[src/rtl/execute_stage.sv]
// Execute stage: one-cycle add/sub/and, 4-cycle shift-add multiply,
// registered valid/ready result towards writeback.
module execute_stage (
    input  logic        clk,
    input  logic        rst,
    input  logic        in_valid,
    output logic        in_ready,
    input  logic [1:0]  opcode,
    input  logic [31:0] read_reg_1,
    input  logic [31:0] read_reg_2,
    input  logic [4:0]  write_dest,
    output logic        out_valid,
    input  logic        out_ready,
    output logic [4:0]  write_addr,
    output logic [31:0] write_data,
    output logic        busy
);

    typedef enum logic [1:0] {
        IDLE = 2'd0,
        MUL  = 2'd1,
        DONE = 2'd2
    } state_t;

    localparam logic [1:0] OP_ADD = 2'b00;
    localparam logic [1:0] OP_SUB = 2'b01;
    localparam logic [1:0] OP_AND = 2'b10;
    localparam logic [1:0] OP_MUL = 2'b11;

    state_t      state, state_n;
    logic [1:0]  cnt, cnt_n;
    logic [31:0] acc, acc_n;
    logic [31:0] a_q, a_n, b_q, b_n;
    logic [4:0]  dest_q, dest_n;
    logic [7:0]  b_byte;
    logic [31:0] prod, partial, alu_res;
    logic        out_free, accept, load;
    logic [4:0]  load_addr;
    logic [31:0] load_data;

    assign out_free = !out_valid || out_ready;
    assign in_ready = (state == IDLE) && out_free;
    assign accept   = in_valid && in_ready;
    assign busy     = (state != IDLE);

    always_comb begin
        b_byte = b_q[7:0];
        case (cnt)
            2'd0: b_byte = b_q[7:0];
            2'd1: b_byte = b_q[15:8];
            2'd2: b_byte = b_q[23:16];
            2'd3: b_byte = b_q[31:24];
            default: b_byte = b_q[7:0];
        endcase
    end

    // Truncating before the shift gives the same low 32 bits.
    assign prod    = a_q * {24'd0, b_byte};
    assign partial = prod << {cnt, 3'b000};

    always_comb begin
        alu_res = '0;
        case (opcode)
            OP_ADD:  alu_res = read_reg_1 + read_reg_2;
            OP_SUB:  alu_res = read_reg_1 - read_reg_2;
            OP_AND:  alu_res = read_reg_1 & read_reg_2;
            default: alu_res = '0;
        endcase
    end

    always_comb begin
        state_n   = state;
        cnt_n     = cnt;
        acc_n     = acc;
        a_n       = a_q;
        b_n       = b_q;
        dest_n    = dest_q;
        load      = 1'b0;
        load_addr = dest_q;
        load_data = acc;
        case (state)
            IDLE: begin
                if (accept) begin
                    if (opcode == OP_MUL) begin
                        a_n     = read_reg_1;
                        b_n     = read_reg_2;
                        dest_n  = write_dest;
                        acc_n   = '0;
                        cnt_n   = '0;
                        state_n = MUL;
                    end else begin
                        load      = 1'b1;
                        load_addr = write_dest;
                        load_data = alu_res;
                    end
                end
            end
            MUL: begin
                if (cnt != 2'd3) begin
                    acc_n = acc + partial;
                    cnt_n = cnt + 2'd1;
                end else if (out_free) begin
                    load      = 1'b1;
                    load_data = acc + partial;
                    cnt_n     = '0;
                    state_n   = IDLE;
                end else begin
                    acc_n   = acc + partial;
                    cnt_n   = '0;
                    state_n = DONE;
                end
            end
            DONE: begin
                if (out_free) begin
                    load    = 1'b1;
                    state_n = IDLE;
                end
            end
            default: state_n = IDLE;
        endcase
    end

    always_ff @(posedge clk) begin
        if (rst) begin
            state      <= IDLE;
            cnt        <= '0;
            acc        <= '0;
            a_q        <= '0;
            b_q        <= '0;
            dest_q     <= '0;
            out_valid  <= 1'b0;
            write_addr <= '0;
            write_data <= '0;
        end else begin
            state  <= state_n;
            cnt    <= cnt_n;
            acc    <= acc_n;
            a_q    <= a_n;
            b_q    <= b_n;
            dest_q <= dest_n;
            // A load in the same cycle as a pop keeps out_valid high.
            if (load) begin
                out_valid  <= 1'b1;
                write_addr <= load_addr;
                write_data <= load_data;
            end else if (out_valid && out_ready) begin
                out_valid <= 1'b0;
            end
        end
    end

endmodule

[config.mk]
export PLATFORM = sky130hd
export DESIGN_NAME = execute_stage
export DESIGN_NICKNAME = d
export VERILOG_FILES = /design/src/rtl/execute_stage.sv
export SDC_FILE = /design/constraint.sdc
export NUM_CORES = 1
export LEC_CHECK = 0
export ABC_AREA = 1
export CAP_MARGIN = 10
export CORE_MARGIN = 5
export CORE_UTILIZATION = 56
export DETAILED_ROUTE_END_ITERATION = 7
export DONT_BUFFER_PORTS = 1
export GPL_TIMING_DRIVEN = 0
export PLACE_DENSITY = 0.74
export SYNTH_ARGS = -nofsm -noshare
export SYNTH_HDL_FRONTEND = slang
export SYNTH_SLANG_ARGS = --single-unit
[constraint.sdc]
create_clock -name clk -period 8.67 [get_ports clk]
set_input_delay 0.867 -clock clk [delete_from_list [all_inputs] [get_ports clk]]
set_output_delay 0.867 -clock clk [all_outputs]
set_load 0.03 [all_outputs]
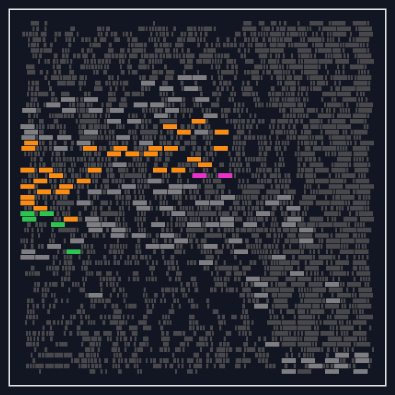
registers.png
(2 px per µm)
- `write_data`: orange (sequential cells 32)
- `cnt`: magenta (sequential cells 2)
- `write_addr`: green (sequential cells 5; where west)
- not colored: 104

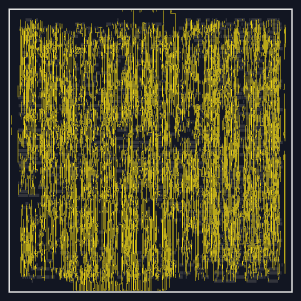
met2.png
(1.5 px per µm) Cells faint in the background.
- nets with wire on the layer: 2535
- longest straight run: 79.6 µm
- wire length on this layer: 31.7 mm
- share of all routed wire: 46%

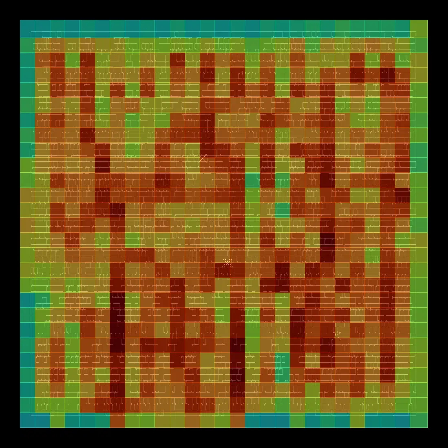
final_congestion.png
M2 GR Usage: 0.632
WL per Instance: 22.4 µm
global-route usage over all layers: 0.381
Final Util: 0.608

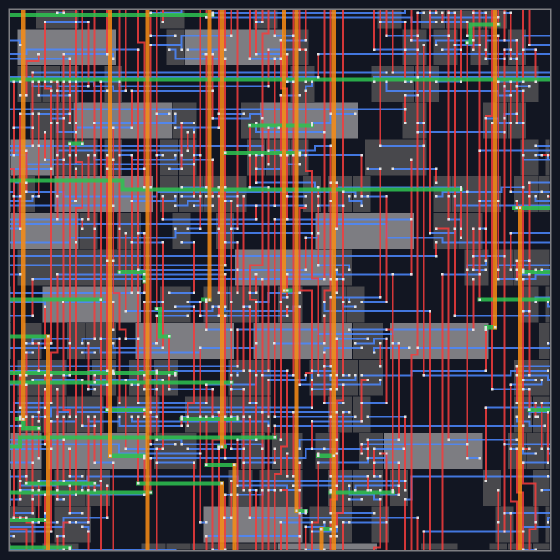
zoom.png
Window x 74 to 114, y 111 to 151 µm. Cells in gray, sequential cells in the stronger gray; small squares are vias.
- met4: orange
- met2: red
- met1: blue
- met3: green
- most frequent: nand2_1 (33), a21oi_1 (26)
- netlist names of flops here include: `acc` (8), `write_data` (7)
- cells with their middle in the window: 130
- sequential cells in the window: 15

==> results.json <==
{
  "antenna_left": 0,
  "hpwl_mm": 57.0,
  "drt_iter0_drc": 1976,
  "slew_viol_final": 0,
  "synth-main-ff-cell": "dfxtp_1",
  "drt-total-wl_mm": 68.8,
  "timing.final.crit_share": 0.960,
  "warning_count": 33,
  "port_buffers": 0,
  "lay_top_cells": "nand2_1, nor2_1, inv_1, a21oi_1, o21ai_0",
  "cp-start-kind": "flip-flop",
  "status": "finished, violations left",
  "rows": 65,
  "violations": "design-rule violations",
  "edf_count": 0,
  "clock_sinks": 143,
  "die_height_um": 188,
  "clk_latency_ns": 0.45,
  "path_class": "reg -> reg",
  "cp_common_cell": "nand2_1",
  "path_clk_slew_ns": 0.07,
  "crit_arrival_ns": 8.65,
  "finalPower_mw": 2.42,
  "yosys-top-cells-area": "fa_1, dfxtp_1, nand2_1",
  "min_from": "a_q[31]",
  "vdd_drop_max_mv": 0.148,
  "die_x_um": 188,
  "grt_pass1_vias": 18400,
  "drc": 9,
  "yosysTopAreaCellShare": 0.179,
  "cpPeakStageDelay_ns": 0.51,
  "syn-cell-area_um2": 17600,
  "async_flop_share": 0,
  "htreeDepth": 4,
  "antenna_found_initial": 6,
  "synth_cells": 2636,
  "finClkSkew_ns": 0.0128,
  "busiest_layer": "met2"
}
==> power by group <==
group	switching [mW]	internal (mW)
clock network	0.356	0.382
logic	0.631	0.286
registers	0.0718	0.695
==> Yosys cell counts, drive strengths merged (23+ instances only) <==
| cell | count |
|---|---|
| inv | 334 |
| ha | 111 |
| o21ai | 217 |
| a31oi | 32 |
| a21oi | 279 |
| nor2 | 377 |
| fa | 158 |
| nor3 | 30 |
| xor2 | 57 |
| nand3 | 118 |
| xnor2 | 23 |
| dfxtp | 143 |
| nand2 | 526 |
| clkbuf | 75 |
==> critical path, delay by kind of cell, from the launching register on <==
kind	cells	cell delay, ns
buffers and inverters	7	0.99
DFF	1	0.37
and+or+nand+nor	15	2.37
AOI/OAI and AO/OA	7	1.57
adders and majority gates	7	2.88
==> metrics by stage <==
step           setup slack (ns)  hold slack (ns)  cell area [µm²]
4_1_cts                  0.0249            0.467            18800
6_report                  0.349            0.474            19000
5_1_grt                 -0.0813            0.488            19000
3_5_place_dp              -1.20            0.460            18200
2_1_floorplan              1.01            0.431            17600
3_3_place_gp              -1.08            0.451            18200
==> layout make-up <==
| class | count | area (µm²) |
|---|---|---|
| multi-input cells | 2051 | 13300 |
| fillers | 3007 | 12300 |
| flip-flops and latches | 143 | 2860 |
| inverters | 347 | 1310 |
| well taps | 402 | 503 |
| plain buffers | 94 | 427 |
| clock buffers | 17 | 425 |
| clock inverters | 15 | 151 |
| repair buffers | 6 | 57.6 |
| diodes | 2 | 5.00 |
==> state kept, by name (all words and copies together), names as in the netlist <==
signal	cells
a_q	32
acc	32
b_q	32
write_data	32
dest_q	5
write_addr	5
cnt	2
state	2
out_valid	1
==> path summary, 6_finish.rpt <==
check / end / slack [ns] / depth (start not counted)
worst max-delay path: write_data[27] / 0.35 / 36
worst max register to register: write_data[27] / 0.35 / 36
worst min-delay path: a_q[31] / 0.47 / 2
worst min register to register: a_q[31] / 0.47 / 2
==> kinds of logic (layout without fill, tap and decap cells) <==
logic type | Yosys count | in the layout | share of synthesized area
XOR/XNOR | 80 | 80 | 0.0397
AND/OR/NAND/NOR | 1109 | 1109 | 0.262
AND-OR/OR-AND | 591 | 591 | 0.181
multiplexers | 2 | 2 | 0.00113
adder cells (fa/ha/maj) | 269 | 269 | 0.258
buffers and inverters | 442 | 479 | 0.0958
flip-flops | 143 | 143 | 0.162
other | 0 | 2 | 0
==> layer usage <==
layer,vias to the layer above,share of wire
met4,8,0.061
met1,8848,0.38
li1,8603,-
met3,244,0.094
met2,983,0.46
met5,-,0.00074
==> repair_timing <==
action	in CTS	in global routing
pin swaps	2	4
resized	33	60
setup endpoints to repair	33	26
setup buffers	2	4
Power and IR drop assume default switching activity.
